<file path="src/rtl/fifo_stream_reader.sv">
// Read-domain drain engine: pops a registered-read FIFO, absorbs the read latency in a
// 3-entry skid buffer and presents the words as a burst-framed valid/ready stream.
module fifo_stream_reader #(
    parameter int DATA_WIDTH = 8,
    parameter int BURST_LEN  = 4,
    parameter int CNT_WIDTH  = 16
) (
    input  logic                  rd_clk,
    input  logic                  rst,
    input  logic                  enable,
    input  logic                  fifo_empty,
    input  logic [DATA_WIDTH-1:0] fifo_rd_data,
    output logic                  fifo_rd_en,
    output logic [DATA_WIDTH-1:0] m_data,
    output logic                  m_valid,
    output logic                  m_last,
    input  logic                  m_ready,
    output logic [CNT_WIDTH-1:0]  words_out
);

    localparam int BEAT_W = (BURST_LEN > 1) ? $clog2(BURST_LEN) : 1;
    localparam logic [BEAT_W-1:0] LAST_BEAT = BEAT_W'(BURST_LEN - 1);

    logic [DATA_WIDTH-1:0] skid_q [3];
    logic [1:0]            head_q;
    logic [1:0]            head_d;
    logic [1:0]            tail_idx;
    logic [1:0]            occ_q;
    logic [1:0]            occ_d;
    logic                  pend_q;
    logic [BEAT_W-1:0]     beat_q;
    logic [BEAT_W-1:0]     beat_d;
    logic [CNT_WIDTH-1:0]  words_q;
    logic [CNT_WIDTH-1:0]  words_d;
    logic                  push;
    logic                  pop;
    logic [2:0]            credit;

    function automatic logic [1:0] wrap3(input logic [2:0] v);
        return (v >= 3'd3) ? 2'(v - 3'd3) : v[1:0];
    endfunction

    // Credits count both stored words and the word still in flight from the FIFO,
    // so the pop request never looks at m_ready.
    assign credit     = {1'b0, occ_q} + {2'b00, pend_q};
    assign fifo_rd_en = !rst && enable && !fifo_empty && (credit < 3'd3);

    assign push     = pend_q;
    assign m_valid  = (occ_q != 2'd0);
    assign pop      = m_valid && m_ready;
    assign m_data   = skid_q[head_q];
    assign m_last   = m_valid && (beat_q == LAST_BEAT);
    assign words_out = words_q;

    assign tail_idx = wrap3({1'b0, head_q} + {1'b0, occ_q});

    always_comb begin
        occ_d   = occ_q;
        head_d  = head_q;
        beat_d  = beat_q;
        words_d = words_q;
        if (push && !pop) begin
            occ_d = occ_q + 2'd1;
        end else if (pop && !push) begin
            occ_d = occ_q - 2'd1;
        end
        if (pop) begin
            head_d  = wrap3({1'b0, head_q} + 3'd1);
            beat_d  = (beat_q == LAST_BEAT) ? '0 : beat_q + BEAT_W'(1);
            words_d = words_q + CNT_WIDTH'(1);
        end
    end

    always_ff @(posedge rd_clk) begin
        if (rst) begin
            occ_q     <= 2'd0;
            pend_q    <= 1'b0;
            head_q    <= 2'd0;
            beat_q    <= '0;
            words_q   <= '0;
            skid_q[0] <= '0;
            skid_q[1] <= '0;
            skid_q[2] <= '0;
        end else begin
            occ_q   <= occ_d;
            pend_q  <= fifo_rd_en;
            head_q  <= head_d;
            beat_q  <= beat_d;
            words_q <= words_d;
            if (push) begin
                skid_q[tail_idx] <= fifo_rd_data;
            end
        end
    end

    // A capture into a full buffer would mean the credit rule is broken.
    skid_overflow_chk: assert property (@(posedge rd_clk) disable iff (rst)
        !(push && (occ_q == 2'd3)));

endmodule

</file>
<file path="config.mk">
export PLATFORM = sky130hd
export DESIGN_NAME = fifo_stream_reader
export DESIGN_NICKNAME = d
export VERILOG_FILES = /design/src/rtl/fifo_stream_reader.sv
export SDC_FILE = /design/constraint.sdc
export NUM_CORES = 1
export LEC_CHECK = 0
export CORE_ASPECT_RATIO = 1.1
export CORE_UTILIZATION = 35
export DETAILED_ROUTE_END_ITERATION = 8
export GPL_TIMING_DRIVEN = 1
export PLACE_DENSITY_LB_ADDON = 0.12
export RECOVER_POWER = 100
export SLEW_MARGIN = 10
export SYNTH_ARGS = -nofsm -noshare
export SYNTH_HDL_FRONTEND = slang
export SYNTH_SLANG_ARGS = --single-unit
</file>
<file path="constraint.sdc">
create_clock -name rd_clk -period 2.61 [get_ports rd_clk]
set_input_delay 0.522 -clock rd_clk [delete_from_list [all_inputs] [get_ports rd_clk]]
set_output_delay 0.522 -clock rd_clk [all_outputs]
set_load 0.02 [all_outputs]
</file>
Fig. 1: run 1, close-up of the layout
Region (29, 34) to (54, 59) um. Cells in grey, sequential cells in the stronger grey; small squares are vias.
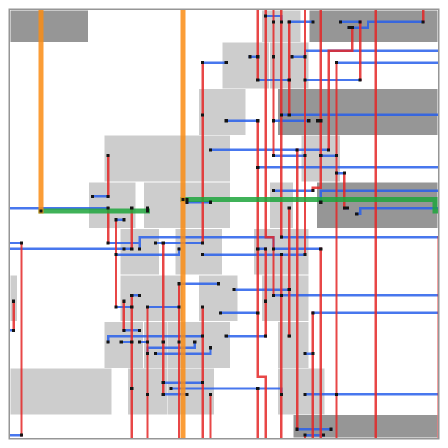
colour	layer
red	met2
orange	met4
green	met3
blue	met1
netlist names of flops here include	skid_q (4), words_out (1)
sequential cells in the window	5
cells with their middle in the window	28
most frequent	buf_4 (5), edfxtp_1 (4)

Fig. 2: run 1, placement by cell class
Scale: 4 px per um. Fill, decap, tap and diode cells in grey.
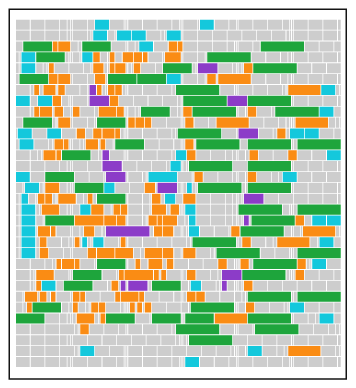
colour	class	cells	share of their area
cyan	other buffers and delay cells	53	15%
purple	clock drivers and dummy loads	16	5.9%
green	flip-flops	57	45%
orange	all other logic	144	33%
CORE AREA: 0.00709 mm^2
utilization after layout: 46.9%
design area: 0.00332 mm^2

Fig. 3: run 1, clock routing
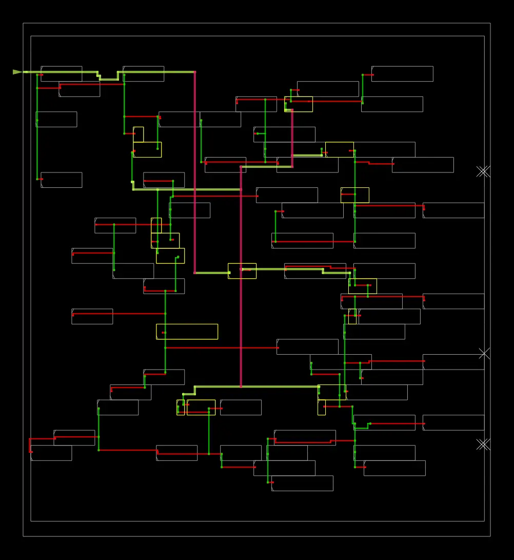
reported clock group power: 0.795 mW
total of clock buffers placed in the layout: 12
number of sinks on the clock net: 57
number of flip-flops and latches: 57

==> run notes, run 1 <==
Observations from the implementation run.

Yosys:
- The run gives the count of different cell masters after synthesis as between 40 and 50.
- The run puts the synthesized chip area reported by yosys at approximately 0.0026 mm^2.
- The run puts the tally of yosys warning messages at 0.
- The synthesis report gives the async set-or-reset register share as 0%.
- The run puts the area fraction of the dominant cell type after synthesis at 37.2%.
- The run gives the synthesized area per cell as 12.4 um^2.
- For reference, the top logic cell family by area is simple AND/OR/NAND/NOR gates.
- The run puts the count of flip-flops with a built-in enable after synthesis at 32.
- The run gives the number of nets in the synthesized netlist as 230.
- After Yosys synthesis, AND-OR and OR-AND compound gates account for 5.62% of the synthesized area.
- The most frequently used library cell after synthesis is sky130_fd_sc_hd__edfxtp_1.
- The run gives the dominant register cell in the synthesized netlist as sky130_fd_sc_hd__edfxtp_1.
- The run gives the top cell type by total area after synthesis as sky130_fd_sc_hd__edfxtp_1.
- Of the total synthesized cell area, the portion taken by full adders, half adders and majority gates is between 4 and 5%.
- The run gives the flop and latch count out of synthesis as about 57.
- The run puts the cell count listed in synth_stat.txt at between 200 and 250.
- The main area contributors are sky130_fd_sc_hd__edfxtp_1, sky130_fd_sc_hd__dfxtp_1, sky130_fd_sc_hd__mux4_2.
- The run puts the xor and xnor area share after synthesis at slightly above 4%.
- The synthesized netlist handed to floorplanning was reported with a cell count of ~210.
- The run puts the cell area after synthesis at 0.00258 mm^2.
- In the synthesized netlist, the cells that appear most often are sky130_fd_sc_hd__edfxtp_1, sky130_fd_sc_hd__dfxtp_1, sky130_fd_sc_hd__and2_1.

Final timing:
- The run gives the clock skew as 6.13 ps.
- The transition time recorded at the tightest slew-check pin is 444 ps.
- The run puts the count of final setup violators at 0.
- The run gives the post-route clock period utilization as 95.6%.
- The critical path in the final layout is reported with a setup slack of 114 ps.
- The run gives the remaining max-slew budget at the tightest pin as between 70% and 80%.
- Per the final report, max-transition violations number 0.
- The run puts the number of hold violations in the final report at 0.
- Counting I/O delays and the setup requirement, the final critical path takes 2500 ps.
- Setup repair after global routing could not meet its margin everywhere.

Route:
- The run gives the initial detailed-routing violation count as 30.
- The run puts the total iterations of the first detailed-routing run at 5.
- The run gives the DRC violation count after routing as 5.
- The run puts the length of routed wiring on met1 at 2.35 mm.
- The run puts the average detailed-routed wire length per instance at 14.6 um.
- The routed design uses 2.51 mm of met2 wire.
- The run gives the number of nets still failing antenna checks after routing as 0.
- The run gives the total wirelength of the detailed-routed design as 5.20 mm.
- For this run, the detailed router reports a per-instance via density of 4.89.
- After detailed routing, no signal wire sits above met4.
- The routed layout has approximately 1700 vias.

Finish:
- The run puts the non-clock buffer total of the final layout at between 50 and 60.
- Per the cell usage report, the commonest logic cells after layout are sky130_fd_sc_hd__edfxtp_1, sky130_fd_sc_hd__dlygate4sd3_1, sky130_fd_sc_hd__dfxtp_1, sky130_fd_sc_hd__and2_1.
- Across the whole layout, storage elements make up 44.0% of the cell area.
- The run puts the clock distribution area overhead in the final layout at under 10%.
- The run gives the number of non-clock inverters in the layout as 8.
- Summing all multi-input logic gate instances after layout gives 0.00104 mm^2.
- The library cell used most frequently in the layout, excluding fill and tap cells, is sky130_fd_sc_hd__edfxtp_1.
- The run puts the final-layout non-clock buffer area share at 14.8%.
- The layout has approximately 670 filler cells.
- Between the synthesized netlist and the finished layout, the area growth was recorded as 28.6%.
- The run gives the multi-input logic cell count as 136.
- Cells with a size suffix above 1 make up 15.9% of the layout.
- The number of antenna diodes in the final layout is 0.
- The run puts the final cell count without fillers at 355.
- Per the layout area report, the register area comes to between 0.001 and 0.0015 mm^2.
- The run gives the proportion of cell area occupied by multi-input gates as 31.3%.
- The run gives the total number of nets in the final design as 287.
- The run gives the area-dominant cell class after layout as flip-flops and latches.

Placed design:
- The run gives the total placed instance area as 0.00315 mm^2.
- The run puts the cell total after placement at around 340.
- The run puts the quantity of I/O buffers inserted on ports at 39.
- The run puts the worst slack after detailed placement at -335 ps.
- The run gives the weighted congestion reported at the end of routability-driven placement as 0.713.

Pwr:
- The run gives the proportion of power drawn by the clock network as 31.0%.
- The run gives the combinational logic power as 0.708 mW.
- The run puts the combinational share of power at between 20 and 30%.
- The run puts the internal portion of total power at between 1.5 and 2 mW.
- The leakage component of the power was reported as 1.35 nW.
- The run gives the switching share of power as 29.0%.
- Overall power consumption after layout is estimated at 2.57 mW.
- The dominant power group in this design is registers.
- The run puts the total sequential power at 1.06 mW.
- The script computed a power per unit cell area of 773 mW/mm^2.
- Of the total power, registers draw around two fifths.
- The analysis reports a worst IR drop on VDD of 0.000314 V.
- The run puts the switching power summed over all nets at 0.746 mW.

Clocking:
- After clock tree synthesis, the setup repair step added 0 buffers.
- The run gives the number of H-tree levels as 3.
- The run puts the clock network latency to the later pin of the worst-skew pair at 330 ps.
- The run gives the maximum buffer depth of the clock tree as 2.
- The run gives the TritonCTS clock tree as built.
- The CTS report gives the tree buffer count as 9.
- Once the clock tree was built, the resizer swapped 4 gates to a different size.
- The run puts the clock-pin slew on the worst setup and hold paths at ~60 ps.
- The root buffer cell chosen for the clock tree is sky130_fd_sc_hd__clkbuf_8.

Outcome:
- The flow ran to the end, but the final reports show violations.
- The checks that failed: DRC.

GRT:
- The first global-routing pass estimated 8.64 mm of wire.
- The run puts the total global routing overflow at 0.
- The number of global-route vias before repair came to about 1800.
- Routing resource usage on met2 recorded by global route was 25.1%.
- In this run the most used layer during global routing was met2.
- The run gives the met1 track demand over resource in global routing as 17.5%.
- Global routing consumed, on the met3 layer, 5.31% of the routing resources.
- Entering global routing, the biggest net connects 28 pins.
- The run puts the global-route usage over all layers at 15.0%.

Flow run:
- The run gives the number of warnings in the stage logs as 27.
- The tool flagged a number of max-cap violations equal to 0.

Critical path:
- Looking at the setup timing report, the critical path kind is reg2reg.
- The worst setup path is launched from a register.
- The run gives the buffer-and-inverter tally for the worst setup path as 4.
- Tracing the worst setup path back leads to its startpoint at occ_q[0].
- The run gives the number of gates on the worst path with buffers counted as 10.
- The run puts the register-to-register setup slack at about 110 ps.
- The worst register-to-register path begins at occ_q[0].
- STA lists the endpoint of the worst register-to-register path as skid_q[0][5].
- The run puts the path depth of the worst reg2reg path at 10.
- The most critical setup path has its endpoint at skid_q[0][5].
- The worst setup path is captured at a register.
- Among all stages on the critical path, the largest delay is contributed by sky130_fd_sc_hd__fa_1.
- Listed in order, past its start point the critical path passes buf_4, ha_1, inv_1, fa_1, inv_1, ha_1, and3b_2, mux2i_1, a21o_1, buf_12.
- The run gives the signal arrival time at the worst endpoint as 2540 ps.
- The run gives the cell family with the largest share of critical-path delay as adder cells.

Floorplanning:
- The run puts the die outline width at between 80 and 90 um.
- The run puts the top-level I/O count at 40.
- The run gives the chip area as 0.00772 mm^2.
- The floorplan has 32 rows.
- According to the floorplan report, the die height is 92.1 um.
- The run gives the initial core utilization as a little over a third.
- The run gives the number of tap cells added at floorplan as 85.

Worst hold path:
- The run puts the number of cells traversed by the worst hold path at 2.
- The run gives the type of the worst min-delay path as reg2reg.
-- run 1: worst reg2reg max path, cell delays in order, from the launching register on --
cell	delay, ps
sky130_fd_sc_hd__dfxtp_1	340
sky130_fd_sc_hd__buf_4	150
sky130_fd_sc_hd__ha_1	140
sky130_fd_sc_hd__inv_1	40
sky130_fd_sc_hd__fa_1	480
sky130_fd_sc_hd__inv_1	50
sky130_fd_sc_hd__ha_1	180
sky130_fd_sc_hd__and3b_2	270
sky130_fd_sc_hd__mux2i_1	240
sky130_fd_sc_hd__a21o_1	180
sky130_fd_sc_hd__buf_12	130
-- run 1: sequential cells by signal, indices dropped and copies added (netlist names), named ones only --
signal	flops
words_out	16
head_q	2
pend_q	1
beat_q	2
skid_q	32
occ_q	2
==> inputs of run 2 (changes only) <==
- CAP_MARGIN: default -> 25
==> run 2 against run 1 <==
Net effect:
- the run still ends with DRC left
- largest cell class unchanged
- synthesized cell count is the same
- worst setup slack is the same
- critical path depth is the same
- utilization is the same
- sequential power is essentially flat
- clock skew is the same
- first-iteration DRC count is the same
- global-route usage is the same
- die size is the same
- highest routed layer unchanged
- register-to-register slack is essentially flat
==> run notes, run 2 <==
Observations from the implementation run.

Floorplanning:
- The run gives the die outline width as 83.9 um.
- The run puts the top-level I/O count at roughly 40.
- The floorplan has 32 rows.
- The run gives the number of tap cells added at floorplan as 85.
- The run gives the height of the die as between 90 and 100 um.

Yosys:
- Of the total synthesized cell area, the portion taken by full adders, half adders and majority gates is 4.65%.
- The number of cells reported by Yosys stat comes to ~210.
- The run puts the xor and xnor area share after synthesis at around 4.1%.
- According to the Yosys statistics, the synthesized design has a chip area of 0.00258 mm^2.
- Dividing the synthesized area by the synthesized cell count gives about 12 um^2.
- In the Yosys stats the netlist draws on 42 distinct library cells.
- After synthesis, the cell types taking the most area are sky130_fd_sc_hd__edfxtp_1, sky130_fd_sc_hd__dfxtp_1, sky130_fd_sc_hd__mux4_2.
- The run gives the gate count of the mapped netlist as 208.
- Summed over all instances, the cell type with the most area after synthesis is sky130_fd_sc_hd__edfxtp_1.
- The run puts the cell area after synthesis at ~0.0026 mm^2.
- The run puts the number of nets in the synthesized netlist at 230.
- The run puts the share of flip-flops with an asynchronous set or reset at 0%.
- For reference, compound AND-OR and OR-AND cells occupy 5.62% of the area reported after synthesis.
- Yosys mapped a number of flops with a built-in enable equal to 32.
- sky130_fd_sc_hd__edfxtp_1 is the most common cell in the netlist.
- The run puts the tally of yosys warning messages at 0.
- The run gives the dominant non-sequential cell family after synthesis as simple AND/OR/NAND/NOR gates.
- The run gives the flop and latch count out of synthesis as 57.
- The commonest cells after synthesis are sky130_fd_sc_hd__edfxtp_1, sky130_fd_sc_hd__dfxtp_1, sky130_fd_sc_hd__and2_1.

Pwr:
- For the combinational group, total power comes out at between 0.7 and 0.8 mW.
- The run gives the power of the clock network as 0.795 mW.
- The run gives the part of the power in registers as between 40 and 50%.
- The run puts the power per unit of standard cell area at between 700 and 800 mW/mm^2.
- The script computed the net switching share of total power as around 29%.
- The worst-case IR drop observed on VDD is 0.000314 V.
- The run puts the total sequential power at around 1.1 mW.
- The run gives the leading power group as registers.
- The run gives the combinational share of power as 27.6%.
- The run gives the overall power of the completed layout as 2.57 mW.
- The run gives the proportion of power drawn by the clock network as 31.0%.
- The run gives the internal portion of total power as 1.82 mW.
- The run gives the static leakage power as 1.35 nW.

Critical path:
- In this run the register-to-register setup slack is approximately 110 ps.
- The run gives the standard cell with the maximum stage delay on the critical path as sky130_fd_sc_hd__fa_1.
- The timing report notes that buffer and inverter cells on the critical path total 4.
- The run gives the source of the worst register-to-register timing path as occ_q[0].
- STA classifies the critical path endpoint as a register.
- The run gives the type of origin of the critical path as a register.
- The worst setup path is of the reg2reg kind.
- Looking at the reg2reg group, the worst path ends at skid_q[0][5].
- The run gives the number of gates on the worst path with buffers counted as 10.
- The run puts the path depth of the worst reg2reg path at 10.
- According to the timing report, the arrival time at the worst endpoint equals between 2000 and 3000 ps.
- The critical path goes through buf_4, ha_1, inv_1, fa_1, inv_1, ha_1, and3b_2, mux2i_1, a21o_1, buf_12.

GRT:
- The run gives the met2 track utilization from global routing as 25.1%.
- The run puts the global-route usage over all layers at 15.0%.
- The run puts the total global routing overflow at 0.
- The run gives the met3 layer usage reported by global route as 5.31%.
- The first global-routing pass estimated 8.64 mm of wire.
- The run gives the met1 track demand over resource in global routing as between 15 and 20%.
- The run puts the number of global-route vias before repair at 1776.
- Looking at the global route congestion table, the highest-usage layer is met2.

Clocking:
- The run puts the clock network latency to the later pin of the worst-skew pair at 330 ps.
- The run gives the number of H-tree levels as 3.
- The run puts the sink count of the clock tree at 57.
- TritonCTS built the clock tree.
- The run puts the maximum buffer depth of the clock tree at 2.
- The run gives the root buffer cell as sky130_fd_sc_hd__clkbuf_8.
- The run puts the post-CTS setup buffer count at 0.

Route:
- The run gives the detail-routed via count per cell as 4.89.
- For this block, wires on met1 add up to roughly 2.4 mm.
- The first routing iteration left 30 violations.
- The run puts the sum of met2 wire segment lengths after detailed routing at 2.51 mm.
- The detail route stage leaves a number of antenna-violating nets equal to 0.
- The run gives the total number of vias as 1736.
- The run gives the topmost layer with routed signal wires as met4.
- The run puts the total iterations of the first detailed-routing run at 5.
- The run gives the total wirelength of the detailed-routed design as ~5.2 mm.
- The run gives the average detailed-routed wire length per instance as 14.6 um.
- The run puts the DRC violation count after routing at 5.

Outcome:
- The run finished, with violations left.
- The final reports fail on DRC.

Finish:
- The run gives the proportion of cell area occupied by multi-input gates as roughly a third.
- The run gives the final-layout non-clock buffer area share as 14.8%.
- The run gives the multi-input logic cell count as 136.
- The most common logic cells in the final layout are sky130_fd_sc_hd__edfxtp_1, sky130_fd_sc_hd__dlygate4sd3_1, sky130_fd_sc_hd__dfxtp_1, sky130_fd_sc_hd__and2_1.
- skid_q holds more flip-flops than any other register.
- The run gives the clock distribution area overhead in the final layout as under 10%.
- The run gives the sequential fraction of total cell area as roughly 44%.
- The top cell type in the final layout, fill and taps aside, is sky130_fd_sc_hd__edfxtp_1.
- The run puts the total number of nets in the final design at 287.
- Per the layout report, the design carries 12 clock buffers.
- The run gives the share of layout cells above drive strength 1 as 15.9%.
- The run puts the final-layout fill cell count at 668.
- The run puts the core utilization of the finished layout at 46.9%.
- In the final layout, excluding clock inverters the inverter count is 8.
- The run puts the summed area of non-filler cells in the final layout at 0.00332 mm^2.
- The run gives the non-clock buffer total of the final layout as 53.
- The run gives the flip-flop count of the largest register after layout as 32.
- The biggest slice of the area belongs to flip-flops and latches.
- The run puts the multi-input gate area in the final layout at 0.00104 mm^2.
- The run puts the total inserted antenna cells at 0.

Final timing:
- The run gives the count of final setup violators as 0.
- Setup repair after global routing could not meet its margin everywhere.
- The run gives the clock skew as 6.13 ps.
- The run gives the number of hold violations in the final report as 0.
- The run gives the shortest period the worst path allows as 2500 ps.
- The final critical path takes up 95.6% of the cycle.
- The run puts the total count of max-transition violations in the final report at 0.

Flow run:
- The run gives the number of max-cap violations as 0.
- The run gives the number of warnings in the stage logs as 27.

Worst hold path:
- The run puts the number of cells traversed by the worst hold path at 2.
- The run gives the type of the worst min-delay path as reg2reg.

Placed design:
- The run puts the quantity of I/O buffers inserted on ports at 39.
- The run puts the total placed instance area at 0.00315 mm^2.
==> run 2: cell counts after synthesis <==
Identical to the previous run, type by type.
==> run 2: how the worst max path moves through the flow <==
stage	startpoint	to	slack, ps
2_1_floorplan	occ_q[0]	skid_q[0][0]	10
3_3_place_gp	rst	fifo_rd_en	-370
3_5_place_dp	rst	fifo_rd_en	-340
4_1_cts	occ_q[0]	skid_q[1][5]	50
5_1_grt	occ_q[0]	skid_q[0][5]	-6
6_report	occ_q[0]	skid_q[0][5]	110
==> run 2: per-stage QoR <==
step | setup WS (ps) | instances
floorplan | 12.7 | 208
global placement | -371 | 339
detailed placement | -335 | 339
CTS | 47.3 | 355
global route | -6.05 | 355
finish | 114 | 355
==> run 2: what timing repair did <==
action,CTS,global route
pin swaps,0,1
gates resized,4,4
endpoints found under the setup margin,1,24
Fig. 4: run 2, cell area per tile
Scale: 3 px per um. 8 x 9 tiles, from black (low) to pale yellow (high), 0 to 100% covered.
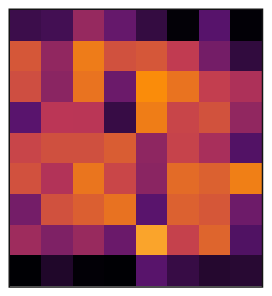
tiles over 75% full	1.4%
nearly empty tiles	6.9%
mean over tiles	42%
Starting Density: 36.4%

No activity file was given, so power comes from the tool's default toggle rates.
